==> src/rtl/sprite_palette_bank.sv <==
// Multi-bank writable colour palette: index -> 12-bit RGB through a two-stage
// registered pipeline, with transparent-index reporting and a frame-timed hit flash.
module sprite_palette_bank #(
    parameter int unsigned INDEX_W         = 4,
    parameter int unsigned NUM_BANKS       = 4,
    parameter int unsigned TRANSPARENT_IDX = 0,
    parameter int unsigned FLASH_FRAMES    = 8,
    localparam int unsigned BANK_W         = (NUM_BANKS > 1) ? $clog2(NUM_BANKS) : 1
) (
    input  logic               clk,
    input  logic               rst,
    input  logic               px_valid,
    input  logic [BANK_W-1:0]  px_bank,
    input  logic [INDEX_W-1:0] px_index,
    input  logic               wr_en,
    input  logic [BANK_W-1:0]  wr_bank,
    input  logic [INDEX_W-1:0] wr_index,
    input  logic [11:0]        wr_rgb,
    input  logic               flash_start,
    input  logic               frame_tick,
    output logic               out_valid,
    output logic               out_transparent,
    output logic [3:0]         red,
    output logic [3:0]         green,
    output logic [3:0]         blue,
    output logic               flash_active
);

    localparam int unsigned DEPTH = 1 << INDEX_W;
    localparam int unsigned CNT_W = $clog2(FLASH_FRAMES + 1);
    localparam int unsigned RGB_W = 12;

    typedef enum logic [0:0] {
        IDLE  = 1'b0,
        FLASH = 1'b1
    } flash_state_t;

    logic [RGB_W-1:0]   pal_q [NUM_BANKS][DEPTH];

    logic               s1_valid;
    logic [BANK_W-1:0]  s1_bank;
    logic [INDEX_W-1:0] s1_index;

    logic               wr_ok;
    logic               s1_bank_ok;
    logic               s1_transp;
    logic [RGB_W-1:0]   rd_rgb;

    logic               valid_nxt;
    logic               transp_nxt;
    logic [RGB_W-1:0]   rgb_nxt;
    logic [RGB_W-1:0]   rgb_q;

    flash_state_t       state;
    flash_state_t       state_nxt;
    logic [CNT_W-1:0]   cnt;
    logic [CNT_W-1:0]   cnt_nxt;

    assign wr_ok      = 32'(wr_bank) < NUM_BANKS;
    assign s1_bank_ok = 32'(s1_bank) < NUM_BANKS;
    assign s1_transp  = !s1_bank_ok || (s1_index == INDEX_W'(TRANSPARENT_IDX));

    // Palette storage; writes to a bank that does not exist are dropped.
    always_ff @(posedge clk or posedge rst) begin
        if (rst) begin
            for (int unsigned b = 0; b < NUM_BANKS; b++) begin
                for (int unsigned i = 0; i < DEPTH; i++) begin
                    pal_q[b][i] <= '0;
                end
            end
        end else if (wr_en && wr_ok) begin
            pal_q[wr_bank][wr_index] <= wr_rgb;
        end
    end

    // Stage 1: capture the lookup request.
    always_ff @(posedge clk or posedge rst) begin
        if (rst) begin
            s1_valid <= 1'b0;
            s1_bank  <= '0;
            s1_index <= '0;
        end else begin
            s1_valid <= px_valid;
            s1_bank  <= px_bank;
            s1_index <= px_index;
        end
    end

    // Table read sees every write up to and including the edge that sampled the request.
    always_comb begin
        rd_rgb = '0;
        if (s1_bank_ok) begin
            rd_rgb = pal_q[s1_bank][s1_index];
        end
    end

    // Stage 2 colour selection: transparency beats flash, flash beats table.
    always_comb begin
        valid_nxt  = 1'b0;
        transp_nxt = 1'b0;
        rgb_nxt    = '0;
        if (s1_valid) begin
            valid_nxt = 1'b1;
            if (s1_transp) begin
                transp_nxt = 1'b1;
            end else if (cnt != '0) begin
                rgb_nxt = {RGB_W{1'b1}};
            end else begin
                rgb_nxt = rd_rgb;
            end
        end
    end

    always_ff @(posedge clk or posedge rst) begin
        if (rst) begin
            out_valid       <= 1'b0;
            out_transparent <= 1'b0;
            rgb_q           <= '0;
        end else begin
            out_valid       <= valid_nxt;
            out_transparent <= transp_nxt;
            rgb_q           <= rgb_nxt;
        end
    end

    assign red   = rgb_q[11:8];
    assign green = rgb_q[7:4];
    assign blue  = rgb_q[3:0];

    // Flash controller state and frame counter.
    always_ff @(posedge clk or posedge rst) begin
        if (rst) begin
            state <= IDLE;
            cnt   <= '0;
        end else begin
            state <= state_nxt;
            cnt   <= cnt_nxt;
        end
    end

    // A new hit restarts the full flash even if one is already running.
    always_comb begin
        state_nxt = state;
        cnt_nxt   = cnt;
        if (flash_start) begin
            state_nxt = FLASH;
            cnt_nxt   = CNT_W'(FLASH_FRAMES);
        end else if (frame_tick && (cnt != '0)) begin
            cnt_nxt = cnt - CNT_W'(1);
            if (cnt == CNT_W'(1)) begin
                state_nxt = IDLE;
            end
        end
    end

    assign flash_active = (state == FLASH);

endmodule

==> config.mk <==
export PLATFORM = sky130hd
export DESIGN_NAME = sprite_palette_bank
export DESIGN_NICKNAME = d
export VERILOG_FILES = /design/src/rtl/sprite_palette_bank.sv
export SDC_FILE = /design/constraint.sdc
export NUM_CORES = 1
export LEC_CHECK = 0
export ABC_AREA = 1
export CAP_MARGIN = 20
export CELL_PAD_IN_SITES_DETAIL_PLACEMENT = 0
export CELL_PAD_IN_SITES_GLOBAL_PLACEMENT = 1
export CORE_UTILIZATION = 43
export DETAILED_ROUTE_END_ITERATION = 6
export GPL_TIMING_DRIVEN = 0
export PLACE_DENSITY_LB_ADDON = 0.1
export SETUP_SLACK_MARGIN = 0.2
export SLEW_MARGIN = 10
export SYNTH_ARGS = -nofsm -noshare
export SYNTH_HDL_FRONTEND = slang
export SYNTH_SLANG_ARGS = --single-unit
==> constraint.sdc <==
create_clock -name clk -period 31.4 [get_ports clk]
set_clock_uncertainty 0.1 [all_clocks]
set_input_delay 4.71 -clock clk [delete_from_list [all_inputs] [get_ports clk]]
set_output_delay 4.71 -clock clk [all_outputs]
set_load 0.05 [all_outputs]
clock_map.png
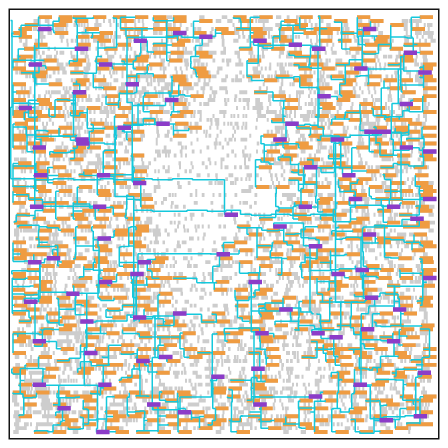
[cyan] clock wires | length: 10900 um
[purple] cells driving clock nets | count: 90
[orange] flip-flops | count: 794
routed clock nets	91
flops lie	all over the die
Clk pwr share: 39.7%
clk ins delay skew pair: 0.69 ns
clock-net power: 1.11 mW

cell_classes.png
Bar = 100 um.
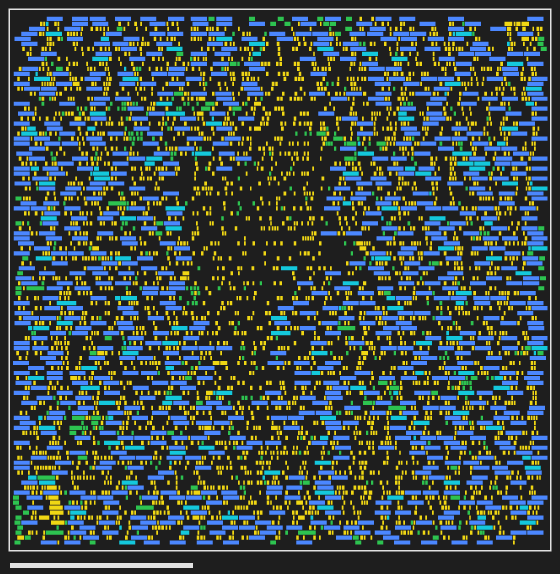
color	class	cells	share of their area
blue	flip-flops	794	49%
yellow	all other logic	3508	37%
cyan	clock drivers and dummy loads	162	7.5%
green	other buffers and delay cells	442	6.5%
Seq area share: 47.0%
Core Area: 84200 um2

drive_strength.png
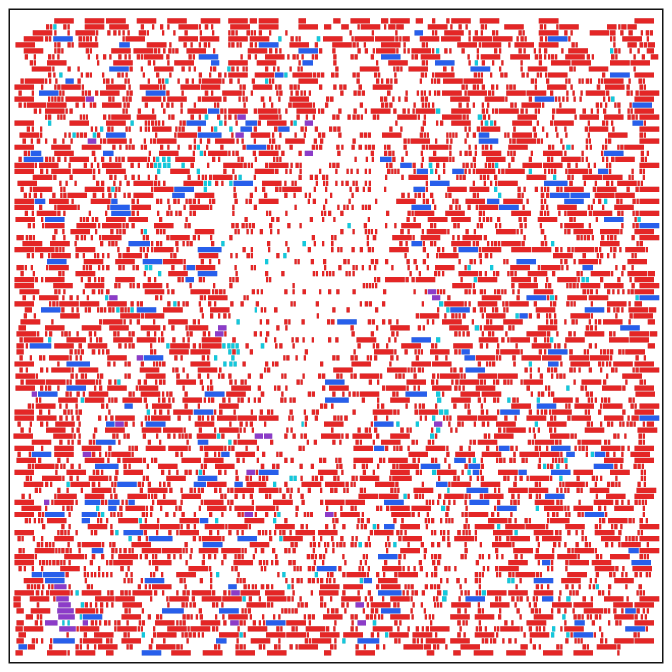
color	size	cells	share
purple	drive 3 to 4	34	0.69%
blue	drive 6 and up	174	3.5%
cyan	drive 2	175	3.6%
red	drive 1 or less	4523	92%
area growth from synthesis to layout: 15.0%
design area: 42300 um2
Non-CTS buffers: 442

met1.png
Supply wires on this layer in gray.
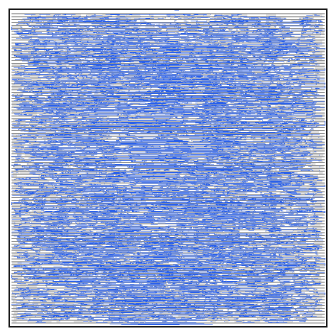
main direction	horizontal
longest straight run	183 um
nets with wire on the layer	4633
wire length on this layer	79.3 mm
share of all routed wire	42%
routed wire length: 187000 um
via count: 35800
met1 Use GR: 63.2%

final_clocks.png
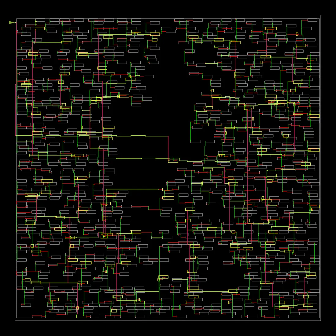
CTS sink count: 794
total CTS buffers: 90

==> run summary <==
run metrics: Top cells by area=dfrtp_1 54%, nand2_1 18%, o21ai_0 9.0%, Peak VDD IR=0.0505 mV, Ys Warns=0, Max FO, Critical Path=10, WL/cell=31.0 um, Cell Type Count=28, RSZ-0062 raised after global routing=no, Syn Area/Cell=7.88 um2, total track usage=43.4%, Psw=0.867 mW, simple share=28.7%, number of DRC markers in iteration 0=5872, comb pwr=0.455 mW, CP Class=input port to flip-flop, post-route ant nets=0, Synth async-reset ratio=100%, # rows=106, M3 GR Usage=13.5%, status=complete, no violations, combinational power share=16.2%, register area share after synthesis=54.0%, Final HPWL DP=140000 um, Top Consumer=registers, Mapped Cells=4669, die y size=295 um, iteration tally of the first detailed-router pass=6, switching share of total power=30.9%, ys flop type=dfrtp_1, DRC Markers=0, number of global-route vias before repair=32300, crit end category=flip-flop, post-synthesis cell area=36800 um2, Top-area cell share=54.0%, CTS H-Tree Depth=3, maximum clock path buffer count=3, clock slew at reported path FFs=0.06 ns, R2R depth=11, Cell Area, Placed=39200 um2, leak pwr=19.9 nW, global placement routability congestion=1.06, met2 wire len=74900 um, Final period util=23.3%, met1 WL=79300 um, Fin Hold WS=0.353 ns, grt total ovfl=0
[registers in the layout, indices dropped and copies added (netlist names)]
register and cells:
cnt 4, flash_active 1, out_transparent 1, out_valid 1, pal_q 768, rgb_q 12, s1_bank 2, s1_index 4
s1_valid 1
[layout make-up]
type                       count  area (um2)  area share, %
antenna                        2        5.00         0.0118
sequential                   794       19900           47.0
tap                         1134        1420           3.35
inverter                     207         785           1.85
clock buffer                 129        2660           6.29
buffer                       367        1670           3.94
timing repair buffer          75         976           2.31
multi-input combinational   3301       14500           34.3
clock inverter                33         422          0.997
[worst max-delay path: stages]
cell,delay (ns)
clkdlybuf4s50_1,0.45
inv_1,0.23
nor3_4,0.91
buf_2,0.51
nand2_1,0.31
clkbuf_1,0.36
o21ai_0,0.25
[path summary, 6_finish.rpt]
path,startpoint,slack [ns],end
worst max-delay path,wr_en,24.08,pal_q[607]
max in group asynchronous,rst,24.91,pal_q[520]
worst min register to register,s1_valid,0.35,out_valid
min in group asynchronous,rst,4.37,pal_q[566]
worst max register to register,s1_bank[1],27.61,rgb_q[9]
worst min-delay path,s1_valid,0.35,out_valid
[layout by cell type, fill, tap and decap left out, drive strengths merged]
cell type,netlist,layout
dfrtp,794,794
a21oi,24,24
o21ai,756,756
diode,0,2
a211oi,1,1
o21a,1,1
nand4,1,1
clkbuf,202,331
or2,2,2
inv,201,204
buf,165,196
clkinvlp,0,3
nor3,4,4
clkinv,6,25
bufinv,0,8
nand3,623,623
nor2,65,65
nor4,3,3
clkdlybuf4s50,0,44
nand2,1818,1818
ha,3,3
[metrics by stage]
stage	cells	total power [mW]
global route	6041	2.89
CTS	6040	2.78
global placement	5847	1.67
finish	6042	2.80
floorplan	4669	1.48
detailed placement	5878	1.68
Power is estimated from default activity; no workload was simulated.
